Figure 1. I/O nets highlighted.
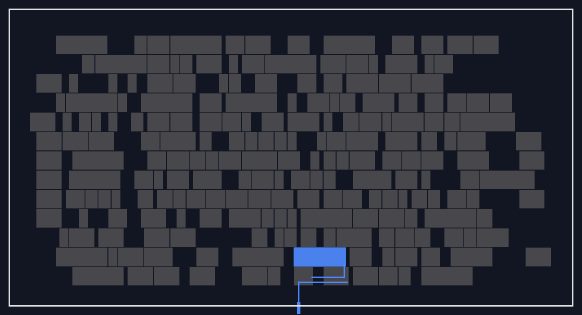
Figure 2. Signal wires on met3.
Bar = 20 um.
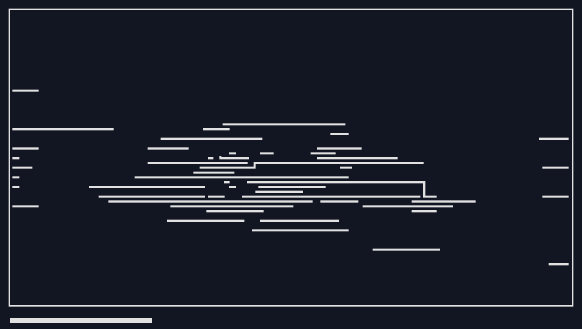
Figure 3. Met2 routing.
Cells faint in the background.
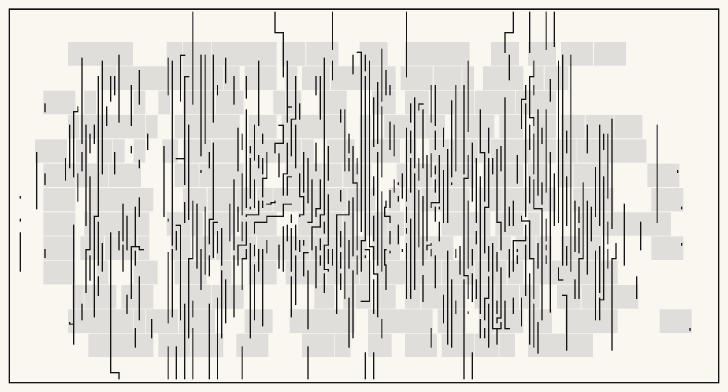
Figure 4. Placement by cell class.
Fill, decap, tap and diode cells in gray.
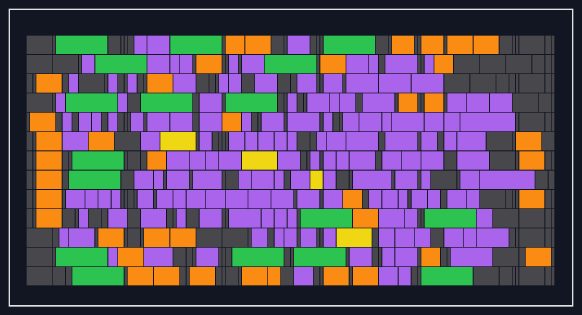
Figure 5. Cell placement.
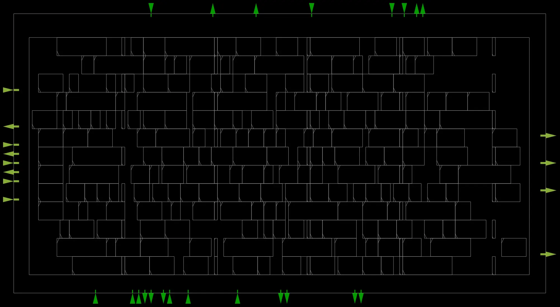
## config.mk

```make
export PLATFORM = sky130hd
export DESIGN_NAME = am2940_word_counter_flat
export DESIGN_NICKNAME = d
export VERILOG_FILES = /design/src/rtl/am2940_word_counter_if.sv /design/src/rtl/am2940_word_counter.sv /design/src/flat_wrapper.sv
export SDC_FILE = /design/constraint.sdc
export NUM_CORES = 1
export LEC_CHECK = 0
export CAP_MARGIN = 30
export CORE_ASPECT_RATIO = 0.5
export CORE_MARGIN = 2
export CORE_UTILIZATION = 55
export DETAILED_ROUTE_END_ITERATION = 8
export PLACE_DENSITY = 0.87
export SYNTH_ARGS = -nofsm -noshare
export SYNTH_HDL_FRONTEND = slang
export SYNTH_SLANG_ARGS = --single-unit
```

## constraint.sdc

```tcl
create_clock -name clk -period 3.64 [get_ports clk]
set_input_delay 1.092 -clock clk [delete_from_list [all_inputs] [get_ports clk]]
set_output_delay 1.092 -clock clk [all_outputs]
set_load 0.01 [all_outputs]
```

## src/rtl/am2940_word_counter_if.sv

```systemverilog
// Am2940 word-count section bus: load/command inputs and count/DONE outputs.
interface am2940_word_counter_if #(
  parameter int unsigned WIDTH = 8
);
  logic [WIDTH-1:0] di;
  logic [1:0]       mode;
  logic             ld;
  logic             reinit;
  logic             cnt;
  logic [WIDTH-1:0] wc;
  logic [WIDTH-1:0] wcr_q;
  logic             done;
  logic             done_flag;

  modport master (
    output di, mode, ld, reinit, cnt,
    input  wc, wcr_q, done, done_flag
  );

  modport slave (
    input  di, mode, ld, reinit, cnt,
    output wc, wcr_q, done, done_flag
  );
endinterface

```

## src/rtl/am2940_word_counter.sv

```systemverilog
// Am2940 word count register/counter with mode-dependent counting and DONE.
module am2940_word_counter #(
  parameter int unsigned WIDTH = 8
) (
  input  logic                   clk,
  input  logic                   rst,
  am2940_word_counter_if.slave   bus
);

  typedef enum logic [1:0] {
    MODE_DEC_WRAP = 2'd0,
    MODE_DEC_HOLD = 2'd1,
    MODE_INC      = 2'd2,
    MODE_INHIBIT  = 2'd3
  } mode_e;

  localparam logic [WIDTH-1:0] ONE = {{(WIDTH-1){1'b0}}, 1'b1};

  mode_e            w_mode;
  logic             w_done;
  logic [WIDTH-1:0] r_wc;
  logic [WIDTH-1:0] r_wcr;
  logic             r_done_flag;

  assign w_mode = mode_e'(bus.mode);

  // mode is used live each cycle; no internal copy is kept
  always_comb begin
    w_done = 1'b0;
    unique case (w_mode)
      MODE_DEC_WRAP: w_done = (r_wc == ONE);
      MODE_DEC_HOLD: w_done = (r_wc == '0);
      MODE_INC:      w_done = (r_wc == r_wcr);
      MODE_INHIBIT:  w_done = 1'b0;
      default:       w_done = 1'b0;
    endcase
  end

  always_ff @(posedge clk) begin
    if (rst) begin
      r_wc        <= '0;
      r_wcr       <= '0;
      r_done_flag <= 1'b0;
    end else if (bus.ld) begin
      r_wcr       <= bus.di;
      r_wc        <= (w_mode == MODE_INC) ? '0 : bus.di;
      r_done_flag <= 1'b0;
    end else if (bus.reinit) begin
      r_wc        <= (w_mode == MODE_INC) ? '0 : r_wcr;
      r_done_flag <= 1'b0;
    end else begin
      if (bus.cnt) begin
        unique case (w_mode)
          MODE_DEC_WRAP: r_wc <= r_wc - ONE;
          MODE_DEC_HOLD: r_wc <= (r_wc == '0) ? '0 : r_wc - ONE;
          MODE_INC:      r_wc <= r_wc + ONE;
          MODE_INHIBIT:  r_wc <= r_wc;
          default:       r_wc <= r_wc;
        endcase
      end
      if (w_done) r_done_flag <= 1'b1;
    end
  end

  assign bus.wc        = r_wc;
  assign bus.wcr_q     = r_wcr;
  assign bus.done      = w_done;
  assign bus.done_flag = r_done_flag;

endmodule
```

## src/flat_wrapper.sv

```systemverilog
// flat-port wrapper written by rule: the top's interface ports become plain ports
module am2940_word_counter_flat 
#(
  parameter int unsigned WIDTH = 8
)
  (clk, rst, bus_di, bus_mode, bus_ld, bus_reinit, bus_cnt, bus_wc, bus_wcr_q, bus_done, bus_done_flag);
  am2940_word_counter_if #(.WIDTH(WIDTH)) bus_i ();
  input  logic clk;
  input  logic rst;
  input wire logic [$bits(bus_i.di)-1:0] bus_di;
  input wire logic [$bits(bus_i.mode)-1:0] bus_mode;
  input wire logic [$bits(bus_i.ld)-1:0] bus_ld;
  input wire logic [$bits(bus_i.reinit)-1:0] bus_reinit;
  input wire logic [$bits(bus_i.cnt)-1:0] bus_cnt;
  output wire logic [$bits(bus_i.wc)-1:0] bus_wc;
  output wire logic [$bits(bus_i.wcr_q)-1:0] bus_wcr_q;
  output wire logic [$bits(bus_i.done)-1:0] bus_done;
  output wire logic [$bits(bus_i.done_flag)-1:0] bus_done_flag;
  assign bus_i.di = bus_di;
  assign bus_i.mode = bus_mode;
  assign bus_i.ld = bus_ld;
  assign bus_i.reinit = bus_reinit;
  assign bus_i.cnt = bus_cnt;
  assign bus_wc = bus_i.wc;
  assign bus_wcr_q = bus_i.wcr_q;
  assign bus_done = bus_i.done;
  assign bus_done_flag = bus_i.done_flag;
  am2940_word_counter #(.WIDTH(WIDTH)) u_core (.clk(clk), .rst(rst), .bus(bus_i));
endmodule
```

==> deck_impl_summary.md <==
Run Summary

Outcome
  • Status: complete, no violations

Synth
  • MUX share of area: 1.93%
  • Post-synth top cells: dfxtp_1 (17), a21oi_1 (13), nand2_1 (13)
  • Async SR Flop Fraction: 0%
  • Yosys top cell area share: 21.8%
  • Ys cells: 184
  • Syn_area_per_cell: 8.47 um^2

CTS
  • Clock Tree Buf Depth: 2
  • Sink Count: 17
  • Setup bufs post-CTS: 0

Power and ir drop
  • Clock network fraction of design power: a little under a quarter
  • Power Dens Cells: 322 nW/um^2
  • Comb pwr share: about two fifths
  • Switching pwr: roughly 0.22 mW

Global route
  • Met3 usage: 9.35%
  • First-pass GRT wire length: 6940 um
  • Total congestion overflow: 0
  • Met1 GRT Util: 37.5%

Layout
  • Fillers: 214
  • Register Area: 340 um^2
  • Commonest Layout Cell: clkdlybuf4s50_1
  • Post-route design area: 1910 um^2
  • Nets: around 240

Critical path
  • Crit path kind: input pin to primary output
  • Max Fanout on Critical Path: 2
  • Type of origin of the critical path: input pin

Floorplan
  • Die area: 3300 um^2
  • Init Core Util: 59.1%

Route
  • Final ANT Viol Nets: 0
  • Routed via count: 1573
  • Detail-routed via count per cell: 6.27
  • Highest metal layer with signal wires: met4
  • Routed WL per cell: 17.0 um
  • Starting DRC count in detailed routing: 213

Job
  • Tool Warnings: 32

Placement
  • Final RePlAce weighted congestion: 0.888
  • Dpl cell area: 1860 um^2

Timing
  • RSZ-0062 raised after global routing: false
  • Final setup fails: 0
Notes on Figure 1 above:
- blue: bus_done_flag (bits 1; direction output; edge bottom; end cells 1; buffers 1; wire 16.4 um)

Notes on Figure 2 above:
- share of all routed wire: 10%
- wire length on this layer: 424 um
- longest straight run: 29.9 um
- main direction: horizontal
- nets with wire on the layer: 42

Notes on Figure 3 above:
- nets with wire on the layer: 198
- longest straight run: 24.1 um
- wire length on this layer: 1840 um

Notes on Figure 4 above:
- green: registers (cells 17; share of their area 18%)
- yellow: clock drivers and dummy loads (cells 4; share of their area 2.5%)
- orange: remaining buffers and delay cells (cells 40; share of their area 20%)
- purple: remaining logic cells (cells 153; share of their area 59%)

Notes on Figure 5 above:
Std-Cell Rows: 13
Final Util: 72.4%

==> sequential cells by signal (all words and copies together), names as in the netlist <==
signal and cells:
u_core.bus.wc 8, u_core.bus.wcr_q 8, u_core.bus.done_flag 1
==> through the flow <==
| step | TNS (ns) | power [mW] |
|---|---|---|
| 6_report | 0 | 0.614 |
| 5_1_grt | 0 | 0.644 |
| 3_5_place_dp | -0.474 | 0.465 |
| 4_1_cts | 0 | 0.610 |
| 2_1_floorplan | 0 | 0.388 |
| 3_3_place_gp | -0.422 | 0.459 |
==> area by class of cell <==
class | count | area share [%]
multi-input combinational | 146 | 56.4
clock inverter | 1 | 0.262
timing repair buffer | 40 | 19.5
tap | 37 | 2.43
clock buffer | 3 | 2.16
inverter | 7 | 1.38
sequential | 17 | 17.8
==> worst max-delay path, cell delays in order <==
cell and delay (ns):
dlygate4sd2_1 0.25, buf_4 0.14, ha_1 0.19, and3b_1 0.16, o211ai_1 0.23, o31ai_2 0.11, buf_4 0.15, buf_2 0.13
==> worst paths after layout <==
kind              depth (start not counted)                                end                         startpoint
setup / recovery                          8                           bus_done                        bus_mode[0]
hold / removal                            1  u_core.bus.done_flag$_SDFFE_PP0P_  u_core.bus.done_flag$_SDFFE_PP0P_
setup reg to reg                          6      u_core.bus.wc[2]$_SDFFE_PP0P_      u_core.bus.wc[0]$_SDFFE_PP0P_
hold reg to reg                           1  u_core.bus.done_flag$_SDFFE_PP0P_  u_core.bus.done_flag$_SDFFE_PP0P_
==> what timing repair did <==
| item | CTS | global route |
|---|---|---|
| hold buffers | 0 | 0 |
| setup endpoints to repair | 1 | 0 |
| gates resized | 7 | 0 |
Power figures rest on the tool's default switching activity, not on a simulated workload.
